<file path="src/rtl/cpu_fetch.sv">
// ---------------------------------------------------------------------------
// cpu_fetch -- instruction fetch unit with a small in-order instruction buffer
//
// Issues at most one instruction-memory request at a time, tags each request
// with its address, and queues returned words in a BUF_DEPTH-entry circular
// buffer that feeds decode. A redirect flushes the buffer and cancels or
// drains whatever request is in flight. The pc_next output feeds the external
// PC register.
//
// Parameters:
//   PC_INC     byte increment between sequential instructions (default 4)
//   BUF_DEPTH  instruction buffer entries, 2 or 4 (default 2)
//
// Ports:
//   clk, rst_n              clock, asynchronous active-low reset
//   pc / pc_next            current PC in, next PC out
//   imem_req/addr/gnt       request handshake (addr == pc while req == 1)
//   imem_rvalid/rdata       read response, one or more cycles after grant
//   redirect/redirect_pc    taken branch/jump pulse and its target
//   dec_ready               decode accepts the head instruction
//   inst_valid/inst/inst_pc buffer head
//   perf_fetched/bubbles    saturating performance counters, only present
//                           when the macro CPU_FETCH_PERF_EN is defined
// ---------------------------------------------------------------------------
module cpu_fetch #(
    parameter logic [15:0] PC_INC    = 16'd4,
    parameter int          BUF_DEPTH = 2
) (
    input  logic        clk,
    input  logic        rst_n,
    input  logic [15:0] pc,
    output logic [15:0] pc_next,
    output logic        imem_req,
    output logic [15:0] imem_addr,
    input  logic        imem_gnt,
    input  logic        imem_rvalid,
    input  logic [31:0] imem_rdata,
    input  logic        redirect,
    input  logic [15:0] redirect_pc,
    input  logic        dec_ready,
    output logic        inst_valid,
    output logic [31:0] inst,
    output logic [15:0] inst_pc
`ifdef CPU_FETCH_PERF_EN
    ,
    output logic [15:0] perf_fetched,
    output logic [15:0] perf_bubbles
`endif
);

    localparam int PTR_W = (BUF_DEPTH == 4) ? 2 : 1;
    localparam int CNT_W = PTR_W + 1;
    localparam logic [CNT_W-1:0] DEPTH_C = CNT_W'(BUF_DEPTH);

    typedef enum logic [1:0] {IDLE, REQ, WAIT, DROP} state_t;

    state_t           state;
    logic [15:0]      tag;
    logic [31:0]      buf_data [BUF_DEPTH];
    logic [15:0]      buf_pc   [BUF_DEPTH];
    logic [PTR_W-1:0] rd_ptr;
    logic [PTR_W-1:0] wr_ptr;
    logic [CNT_W-1:0] count;
    logic [CNT_W-1:0] count_nxt;

    logic grant;
    logic push;
    logic pop;

    assign imem_req   = (state == REQ);
    assign imem_addr  = imem_req ? pc : 16'h0000;
    assign grant      = imem_req && imem_gnt;
    assign inst_valid = (count != '0);

    // A redirect kills both the incoming word and any pop in the same cycle.
    assign push = (state == WAIT) && imem_rvalid && !redirect;
    assign pop  = inst_valid && dec_ready && !redirect;

    // Head is forced to zero when empty so the outputs read 0 out of reset
    // without having to reset the storage array.
    assign inst    = inst_valid ? buf_data[rd_ptr] : 32'h0;
    assign inst_pc = inst_valid ? buf_pc[rd_ptr]   : 16'h0;

    always_comb begin
        count_nxt = count;
        if (push && !pop)
            count_nxt = count + CNT_W'(1);
        else if (!push && pop)
            count_nxt = count - CNT_W'(1);
    end

    // pc_next is forced to 0 while reset is held, independent of the PC input.
    always_comb begin
        pc_next = pc;
        if (!rst_n)
            pc_next = 16'h0000;
        else if (redirect)
            pc_next = redirect_pc;
        else if (grant)
            pc_next = pc + PC_INC;
    end

    always_ff @(posedge clk or negedge rst_n) begin
        if (!rst_n) begin
            state  <= IDLE;
            tag    <= 16'h0000;
            count  <= '0;
            rd_ptr <= '0;
            wr_ptr <= '0;
        end else begin
            case (state)
                // A redirect from IDLE goes straight to REQ so the target is
                // requested on the very next cycle.
                IDLE: if (redirect || (count < DEPTH_C)) state <= REQ;
                REQ: begin
                    if (grant) begin
                        tag   <= pc;
                        state <= redirect ? DROP : WAIT;
                    end
                end
                WAIT: begin
                    if (imem_rvalid) begin
                        if (redirect || (count_nxt < DEPTH_C))
                            state <= REQ;
                        else
                            state <= IDLE;
                    end else if (redirect) begin
                        state <= DROP;
                    end
                end
                // Stay here until the abandoned response returns; a redirect
                // only retargets the PC. A response in the same cycle as a
                // redirect still retires the outstanding request.
                DROP: if (imem_rvalid) state <= REQ;
                default: state <= IDLE;
            endcase

            if (redirect) begin
                count  <= '0;
                rd_ptr <= '0;
                wr_ptr <= '0;
            end else begin
                count <= count_nxt;
                if (push) wr_ptr <= wr_ptr + PTR_W'(1);
                if (pop)  rd_ptr <= rd_ptr + PTR_W'(1);
            end
        end
    end

    always_ff @(posedge clk) begin
        if (push) begin
            buf_data[wr_ptr] <= imem_rdata;
            buf_pc[wr_ptr]   <= tag;
        end
    end

`ifdef CPU_FETCH_PERF_EN
    function automatic logic [15:0] sat_inc(input logic [15:0] v);
        return (v == 16'hFFFF) ? v : v + 16'd1;
    endfunction

    always_ff @(posedge clk or negedge rst_n) begin
        if (!rst_n) begin
            perf_fetched <= 16'h0000;
            perf_bubbles <= 16'h0000;
        end else begin
            if (push)
                perf_fetched <= sat_inc(perf_fetched);
            if (!inst_valid && dec_ready)
                perf_bubbles <= sat_inc(perf_bubbles);
        end
    end
`endif

endmodule

</file>
<file path="config.mk">
export PLATFORM = sky130hd
export DESIGN_NAME = cpu_fetch
export DESIGN_NICKNAME = d
export VERILOG_FILES = /design/src/rtl/cpu_fetch.sv
export SDC_FILE = /design/constraint.sdc
export NUM_CORES = 1
export LEC_CHECK = 0
export CELL_PAD_IN_SITES_DETAIL_PLACEMENT = 0
export CELL_PAD_IN_SITES_GLOBAL_PLACEMENT = 1
export CORE_MARGIN = 2
export CORE_UTILIZATION = 25
export DETAILED_ROUTE_END_ITERATION = 16
export HOLD_SLACK_MARGIN = 0.08
export PLACE_DENSITY_LB_ADDON = 0.1
export SLEW_MARGIN = 25
export SYNTH_ARGS = -nofsm -noshare
export SYNTH_HDL_FRONTEND = slang
export SYNTH_SLANG_ARGS = --single-unit
</file>
<file path="constraint.sdc">
create_clock -name clk -period 5.9 [get_ports clk]
set_input_delay 0.885 -clock clk [delete_from_list [all_inputs] [get_ports clk]]
set_output_delay 0.885 -clock clk [all_outputs]
set_load 0.01 [all_outputs]
</file>
Run 1, drive-strength map:
Drawn at 2 px/micron.
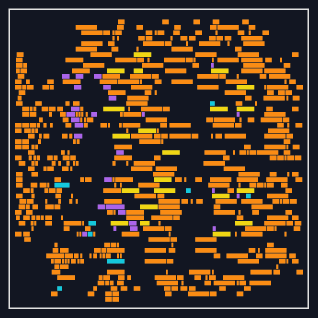
color	size	cells	share
cyan	_3 and _4 cells	8	1.4%
purple	_2 cells	27	4.8%
yellow	_6 and larger	21	3.8%
orange	_0 and _1 cells	501	90%

Run 1, cells colored by class:
Drawn at 3 px/micron.
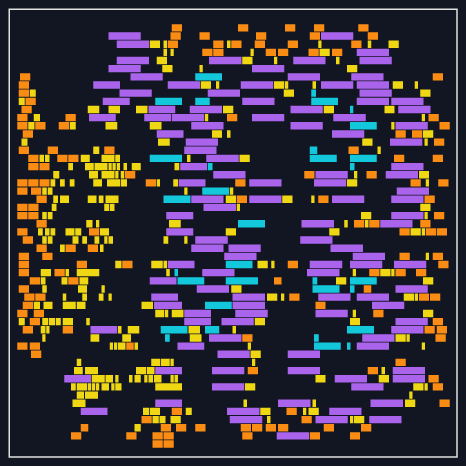
color	class	cells
cyan	clock drivers and dummy loads	32
orange	remaining buffers and delay cells	155
yellow	combinational and other logic	252
purple	sequential cells	118
Core Box Area: 20,400 sq um
std cell rows: 52
flop share of the area: 45.1%
Final Util: 37.3%

Run 1, cell outlines without signal wires:
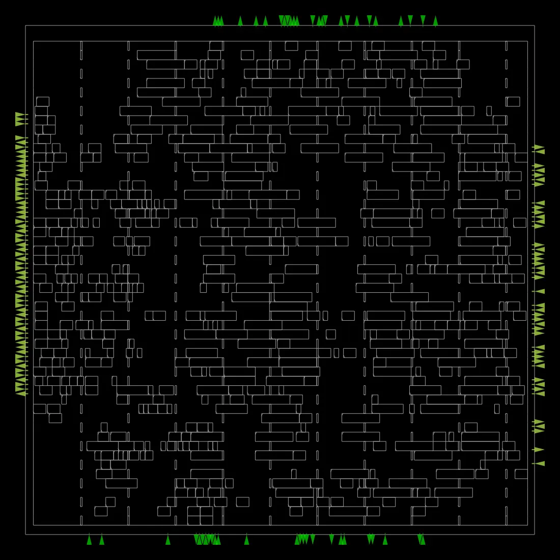
Fillers: 2,021
flop count: 118
number of tapcells: 270
Final Non-Filler Cells: 827

==> flow_summary.json, run 1 <==
{
  "status": "complete, no violations",
  "grt_antenna_before_repair": 0,
  "clkLatencyLatePin_ns": 0.41,
  "syn_area_sq_um": 5240,
  "path_depth": 7,
  "grt_start_max_net_pins": 51,
  "crit_slowest_cell": "nand2_1",
  "hp-start": "tag[8]$_DFFE_PN0P_",
  "cts_made_buffers": 17,
  "syn_avg_cell_area_sq_um": 13.4,
  "layout_min_cycle_time_ns": 4.33,
  "clk_pin_slew_ns": 0.06,
  "vias_per_cell": 4.28,
  "crit_family": "simple AND/OR/NAND/NOR gates",
  "antenna_left": 0,
  "start_kind": "register",
  "yosys_area_sq_um": 5240,
  "synth.top_cell.area_share_pct": 55.0,
  "yosys_warnings": 0,
  "wirelength_mm": 12.9,
  "h-tree-depth": 4,
  "async_reset_ff_share_pct": 18.6,
  "synth_flops": 118,
  "io_buffers": 151,
  "cts_hold_buf": 0,
  "grt_pass1_vias": 3702,
  "drtPass1Iterations": 4,
  "hold_viol": 0,
  "fp-utilization_pct": 25.6,
  "post_dp_cell_area_sq_um": 7050,
  "cts_resized": 0,
  "setup_violations": 0,
  "gp_congestion": 0.712,
  "die_w_microns": 149,
  "rr_endpoint": "tag[12]$_DFFE_PN0P_",
  "cp-end-kind": "output port",
  "post_cts_buffers": 0,
  "syn_nets": 467,
  "cp_cell_sequence": "inv_1 > ha_1 > nand2_1 > xor2_1 > o21ai_0 > and2_1 > clkdlybuf4s50_1",
  "grt_remaining_overflow": 0,
  "drcViolationCount": 0,
  "min_period_over_period_pct": 73.4,
  "path_max_fanout": 21,
  "ff_type": "edfxtp_1",
  "clockBufferDepth": 2,
  "cp-startpoint": "state[1]$_DFFE_PN0P_",
  "design_area_sq_um": 7610,
  "crit_required_ns": 5.02,
  "layout.nets": 620,
  "chip_area_sq_um": 22100,
  "die_h_microns": 149,
  "synth.largest_area_cell": "edfxtp_1",
  "placed_cells": 795,
  "post-place-ws_ns": 1.77,
  "max_slew.worst_pin.slew_ns": 0.819,
  "grt_setup_unrepaired": "false",
  "grt_pass1_wl_mm": 20.1,
  "yosys-top-cells-area": "edfxtp_1, dfrtp_1, mux2i_1, nor2_1, mux2_2",
  "hpwlAfterDp_mm": 8.59,
  "syn2layout_area_growth_pct": 45.4,
  "skew_ns": 0.00956,
  "syn_inst": 391,
  "warning_count": 29,
  "p_per_area_nw_per_um2": 411,
  "critPathBufInv": 2,
  "wire_per_inst_microns": 15.5,
  "hp-class": "reg2reg",
  "slew_viol_final": 0,
  "setup_slack_ns": 1.57,
  "numClockSinks": 118,
  "cap_violations": 0,
  "drive_gt1_share_pct": 10.1,
  "timing.rr.start": "state[1]$_DFFE_PN0P_",
  "slew_headroom_pct": 45.3,
  "cp.arrival_ns": 3.45,
  "tritoncts": "done",
  "vias": 3543,
  "synth_seq_share_pct": 65.5,
  "endpoint": "pc_next[2]",
  "root_buffer": "clkbuf_16",
  "yosys_cells": 391,
  "antenna_cells": 0,
  "leakage_nw": 2.60,
  "yosysUniqueCellTypes": 36,
  "globalRouteTotalUtil_pct": 12.0,
  "ioPinCount": 152,
  "dr.first_iter.drc_count": 133,
  "peakVddDrop_v": 0.000144,
  "cpPeakStageDelay_ns": 0.70,
  "ff2ff_setup_slack_ns": 3.41,
  "r2r_cells": 4,
  "edf_count": 96,
  "fmax_ghz": 0.231,
  "critPathKind": "reg2out",
  "finalPower_w": 0.00313,
  "whs_ns": 0.465,
  "timing.setup.tns_ns": 0
}
run 1: routing by layer:
| metal | vias to the layer above | GRT usage (%) | wire length [microns] |
|---|---|---|---|
| met4 | 0 | 4.57 | 142 |
| met5 | - | 0 | 0 |
| met3 | 8 | 5.11 | 1060 |
| met1 | 1693 | 14.6 | 5760 |
| met2 | 124 | 19.1 | 5890 |
| li1 | 1718 | - | - |
run 1: logic make-up (layout without fill, tap and decap cells):
group,count (synthesis),after routing,share of synthesized area (%)
flip-flops,118,118,65.5
AND/OR/NAND/NOR,114,114,10.8
multiplexers,64,64,12.5
AND-OR/OR-AND,41,41,4.61
buffers and inverters,33,199,2.63
XOR/XNOR,15,15,2.51
adder cells (fa/ha/maj),6,6,1.43
run 1: worst reg2reg max path: stages, from the launching register on:
cell and delay, ns:
dfrtp_1 0.39, inv_1 0.11, ha_1 0.67, nand2_1 0.70, mux2_2 0.49
run 1: cell usage in the layout, fill, tap and decap left out, types with 5 or more instances in the layout:
cell | synthesis | final
a21oi_1 | 11 | 11
and2_1 | 15 | 15
clkbuf_16 | 0 | 17
clkdlybuf4s50_1 | 0 | 151
clkinv_2 | 0 | 7
dfrtp_1 | 22 | 21
edfxtp_1 | 96 | 96
ha_1 | 6 | 5
inv_1 | 12 | 12
mux2_2 | 12 | 12
mux2i_1 | 52 | 52
nand2_1 | 16 | 16
nand3_1 | 5 | 5
nor2_1 | 59 | 58
o21ai_0 | 18 | 18
xnor2_1 | 10 | 10
xor2_1 | 5 | 5
run 1: report_power, final:
part / switching, W / internal, W / leakage [nW]
logic: 0.000494 / 0.000551 / 1.18
clock network: 0.000338 / 0.000635 / 0.284
registers: 0.0000824 / 0.00103 / 1.13
run 1: cells in the mapped netlist, types with 10 or more instances:
cell and instances:
edfxtp_1 96, o21ai_0 18, a21oi_1 11, mux2i_1 52
clkbuf_1 14, xnor2_1 10, nor2_1 59, and2_1 15
dfrtp_1 22, mux2_2 12, inv_1 12, nand2_1 16
run 1: final cells by class:
type | instances | area (sq um)
clock buffers | 21 | 460
clock inverters | 11 | 106
fillers | 2021 | 12800
inverters | 12 | 45.0
multi-input cells | 240 | 1690
flip-flops and latches | 118 | 3430
well taps | 270 | 338
repair buffers | 155 | 1540
run 1: state kept, by name (all words and copies together) (netlist names):
| register | flops |
|---|---|
| wr_ptr | 1 |
| count | 2 |
| rd_ptr | 1 |
| buf_data | 64 |
| buf_pc | 32 |
| state | 2 |
| tag | 16 |
run 1: worst min path at each step:
stage | slack (ns) | endpoint | cells after the start
4_1_cts | 0.47 | buf_pc[1][6]$_DFFE_PP_ | 0
3_5_place_dp | 0.46 | buf_pc[1][6]$_DFFE_PP_ | 0
5_1_grt | 0.48 | buf_pc[1][8]$_DFFE_PP_ | 0
2_1_floorplan | 0.44 | buf_pc[0][0]$_DFFE_PP_ | 0
6_report | 0.46 | buf_pc[1][8]$_DFFE_PP_ | 0
3_3_place_gp | 0.45 | buf_pc[0][8]$_DFFE_PP_ | 0
==> run 1 -> run 2 <==
==> constraint.sdc (replaced) <==
create_clock -name clk -period 4.4 [get_ports clk]
set_input_delay 0.66 -clock clk [delete_from_list [all_inputs] [get_ports clk]]
set_output_delay 0.66 -clock clk [all_outputs]
set_load 0.01 [all_outputs]
==> flow_summary.json, run 2 <==
{
  "critPathKind": "reg2out",
  "peakVddDrop_v": 0.000220,
  "post_dp_cell_area_sq_um": 7080,
  "whs_ns": 0.467,
  "io_buffers": 151,
  "grt_start_max_net_pins": 51,
  "r2r_cells": 6,
  "vias": 3538,
  "crit_required_ns": 3.74,
  "most_common_cell": "edfxtp_1",
  "slew_headroom_pct": 37.3,
  "crit_family": "buffers and inverters",
  "core_region_area_sq_um": 20400,
  "syn_area_sq_um": 5240,
  "hpwlAfterDp_mm": 8.63,
  "numClockSinks": 118,
  "syn_avg_cell_area_sq_um": 13.4,
  "post-place-ws_ns": 1.00,
  "edf_count": 96,
  "layout.nets": 624,
  "hold_viol": 0,
  "h-tree-depth": 4,
  "timing.setup.tns_ns": 0,
  "cp.arrival_ns": 2.91,
  "vias_per_cell": 4.26,
  "timing.rr.start": "state[1]$_DFFE_PN0P_",
  "crit_slowest_cell": "clkdlybuf4s50_1",
  "cp_cell_sequence": "inv_1 > ha_1 > nand4_4 > nor4_2 > xnor2_1 > a21oi_1 > clkdlybuf4s50_1",
  "final_common_cell": "clkdlybuf4s50_1",
  "rr_endpoint": "tag[14]$_DFFE_PN0P_",
  "internal-power_w": 0.00302,
  "cp-end-kind": "output port",
  "wl_met3_mm": 1.11,
  "grt_setup_unrepaired": "false",
  "switching_power_w": 0.00127,
  "grt_pass1_vias": 3604,
  "synth.largest_area_cell": "edfxtp_1",
  "synth_flops": 118,
  "cap_violations": 0,
  "slew_viol_final": 0,
  "yosys-top-cells-area": "edfxtp_1, dfrtp_1, mux2i_1, nor2_1, mux2_2",
  "die_h_microns": 149,
  "cts_resized": 0,
  "skew_ns": 0.00992,
  "fmax_ghz": 0.280,
  "syn_nets": 467,
  "cts_made_buffers": 17,
  "gp_congestion": 0.731,
  "dr.first_iter.drc_count": 132,
  "status": "complete, no violations",
  "yosys_area_sq_um": 5240,
  "globalRouteTotalUtil_pct": 12.1,
  "clkLatencyLatePin_ns": 0.41,
  "tritoncts": "done",
  "synth.top_cell.area_share_pct": 55.0,
  "async_reset_ff_share_pct": 18.6,
  "clk_pin_slew_ns": 0.06,
  "clockBufferDepth": 2,
  "post_cts_buffers": 0,
  "chip_area_sq_um": 22100,
  "drive_gt1_share_pct": 11.2,
  "fp-utilization_pct": 25.6,
  "route.met2.wl_mm": 5.78,
  "pwr-share-seq_pct": 34.9,
  "min_to": "buf_pc[1][8]$_DFFE_PP_",
  "power_frac_clock_pct": 32.3,
  "p_per_area_nw_per_um2": 559,
  "grt_antenna_before_repair": 0,
  "syn_inst": 391,
  "grt_pass1_wl_mm": 19.9,
  "grt_remaining_overflow": 0,
  "cts_hold_buf": 0,
  "min_path_cells": 0,
  "row_count": 52,
  "ioPinCount": 152,
  "max_slew.worst_pin.slew_ns": 0.940,
  "top_regs": "buf_data (64), buf_pc (32), tag (16)",
  "antenna_cells": 0,
  "wirelength_mm": 12.8,
  "p_comb_share_pct": 32.8,
  "ff_type": "edfxtp_1",
  "leakage_nw": 2.62,
  "largest_register_ffs": 64,
  "hp-start": "tag[8]$_DFFE_PN0P_",
  "die_w_microns": 149,
  "yosys_warnings": 0,
  "drtPass1Iterations": 4,
  "top_layer": "met4",
  "cpPeakStageDelay_ns": 0.56,
  "layout_top_cells": "clkdlybuf4s50_1, edfxtp_1, nor2_1",
  "min_period_over_period_pct": 81.0,
  "largest-register": "buf_data",
  "layout_min_cycle_time_ns": 3.57
}
## run 2: netlist changes by cell type in the layout (fill, tap and decap cells not counted), moves of 2 or more
cell / previous run / this run
buf_4: 4 / 8
clkbuf_1: 2 / 0
clkbuf_8: 2 / 0
clkinv_2: 7 / 2
clkinv_4: 0 / 4
clkinvlp_4: 1 / 5
## run 2: through the flow
step / instances / util [%] / total power, W
global route: 831 / 37.6 / 0.00454
detailed placement: 799 / 34.6 / 0.00297
finish: 831 / 37.6 / 0.00429
CTS: 831 / 37.6 / 0.00437
floorplan: 391 / - / 0.00221
global placement: 799 / 34.6 / 0.00295
## run 2: logic make-up (layout without fill, tap and decap cells)
kind of cell               count (synthesis)  count (layout)  synth area share [%]
AOI/OAI and AO/OA                         41              41                  4.61
buffers and inverters                     33             203                  2.63
xor gates and xnor gates                  15              15                  2.51
and+or+nand+nor                          114             114                  10.8
muxes                                     64              64                  12.5
DFF                                      118             118                  65.5
adders and majority gates                  6               6                  1.43
## run 2: cell type report
type | instances | area [sq um] | share of cell area (%)
Sequential cell | 118 | 3430 | 44.7
Inverter | 12 | 45.0 | 0.586
Clock inverter | 15 | 181 | 2.36
Timing Repair Buffer | 159 | 1570 | 20.4
Clock buffer | 17 | 425 | 5.54
Tap cell | 270 | 338 | 4.40
Multi-Input combinational cell | 240 | 1690 | 22.0
## run 2: worst max-delay path by stage
stage                                     from                  endpoint  slack (ns)  cells after the start
final                     state[1]$_DFFE_PN0P_               pc_next[13]        0.83                      7
after global routing      state[1]$_DFFE_PN0P_                pc_next[9]        0.58                      7
after CTS                 state[1]$_DFFE_PN0P_               pc_next[13]        0.78                      7
after detailed placement                 pc[2]               pc_next[14]         1.0                      7
after global placement                   pc[2]               pc_next[12]        0.98                      7
after floorplan                       redirect  buf_data[0][0]$_DFFE_PP_        0.72                      5
## run 2: per-layer routing
layer | vias up | GRT usage (%)
li1 | 1732 | -
met1 | 1666 | 15.2
met2 | 132 | 18.4
met3 | 8 | 5.26
met4 | 0 | 4.57
met5 | - | 0
## run 2: power groups by stage
stage | Combinational (W) | Clock [W] | Sequential (W)
4_1_cts | 0.00145 | 0.00142 | 0.00150
6_report | 0.00141 | 0.00139 | 0.00150
3_5_place_dp | 0.00145 | 0 | 0.00152
2_1_floorplan | 0.000766 | 0 | 0.00145
5_1_grt | 0.00155 | 0.00147 | 0.00152
3_3_place_gp | 0.00144 | 0 | 0.00152
## run 2: worst register-to-register path, stage by stage, from the launching register on
cell,delay (ns)
dfrtp_1,0.40
inv_1,0.11
ha_1,0.52
buf_4,0.27
nand2_1,0.12
buf_4,0.25
mux2_2,0.30
Run 2, drive-strength map:
Drawn at 2 px/micron.
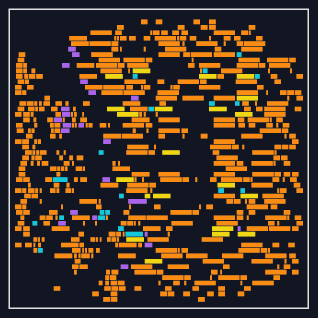
color	size	cells	share
purple	_2 cells	22	3.9%
cyan	_3 and _4 cells	20	3.6%
yellow	_6 and larger	21	3.7%
orange	_0 and _1 cells	498	89%
setup ws final: 0.834 ns
post-route cell area: 7680 sq um
Plain + repair buffers: 159
Syn-to-layout area delta: 46.7%

Run 2, cell outlines without signal wires:
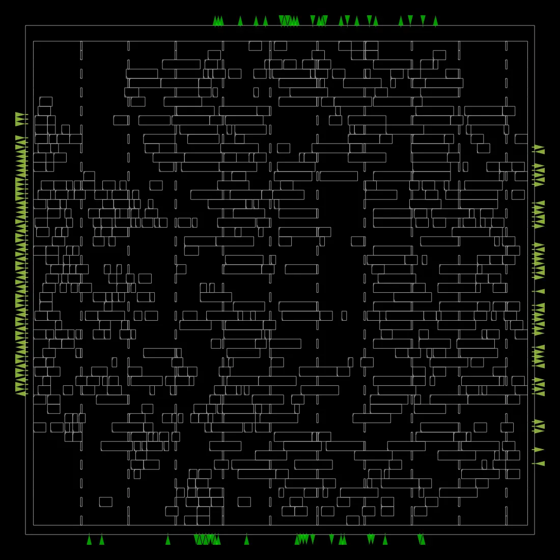
Final Non-Filler Cells: 831
flop share of the area: 44.7%
Final Util: 37.6%
Fillers: 2,002

No activity file was given, so power comes from the tool's default toggle rates.
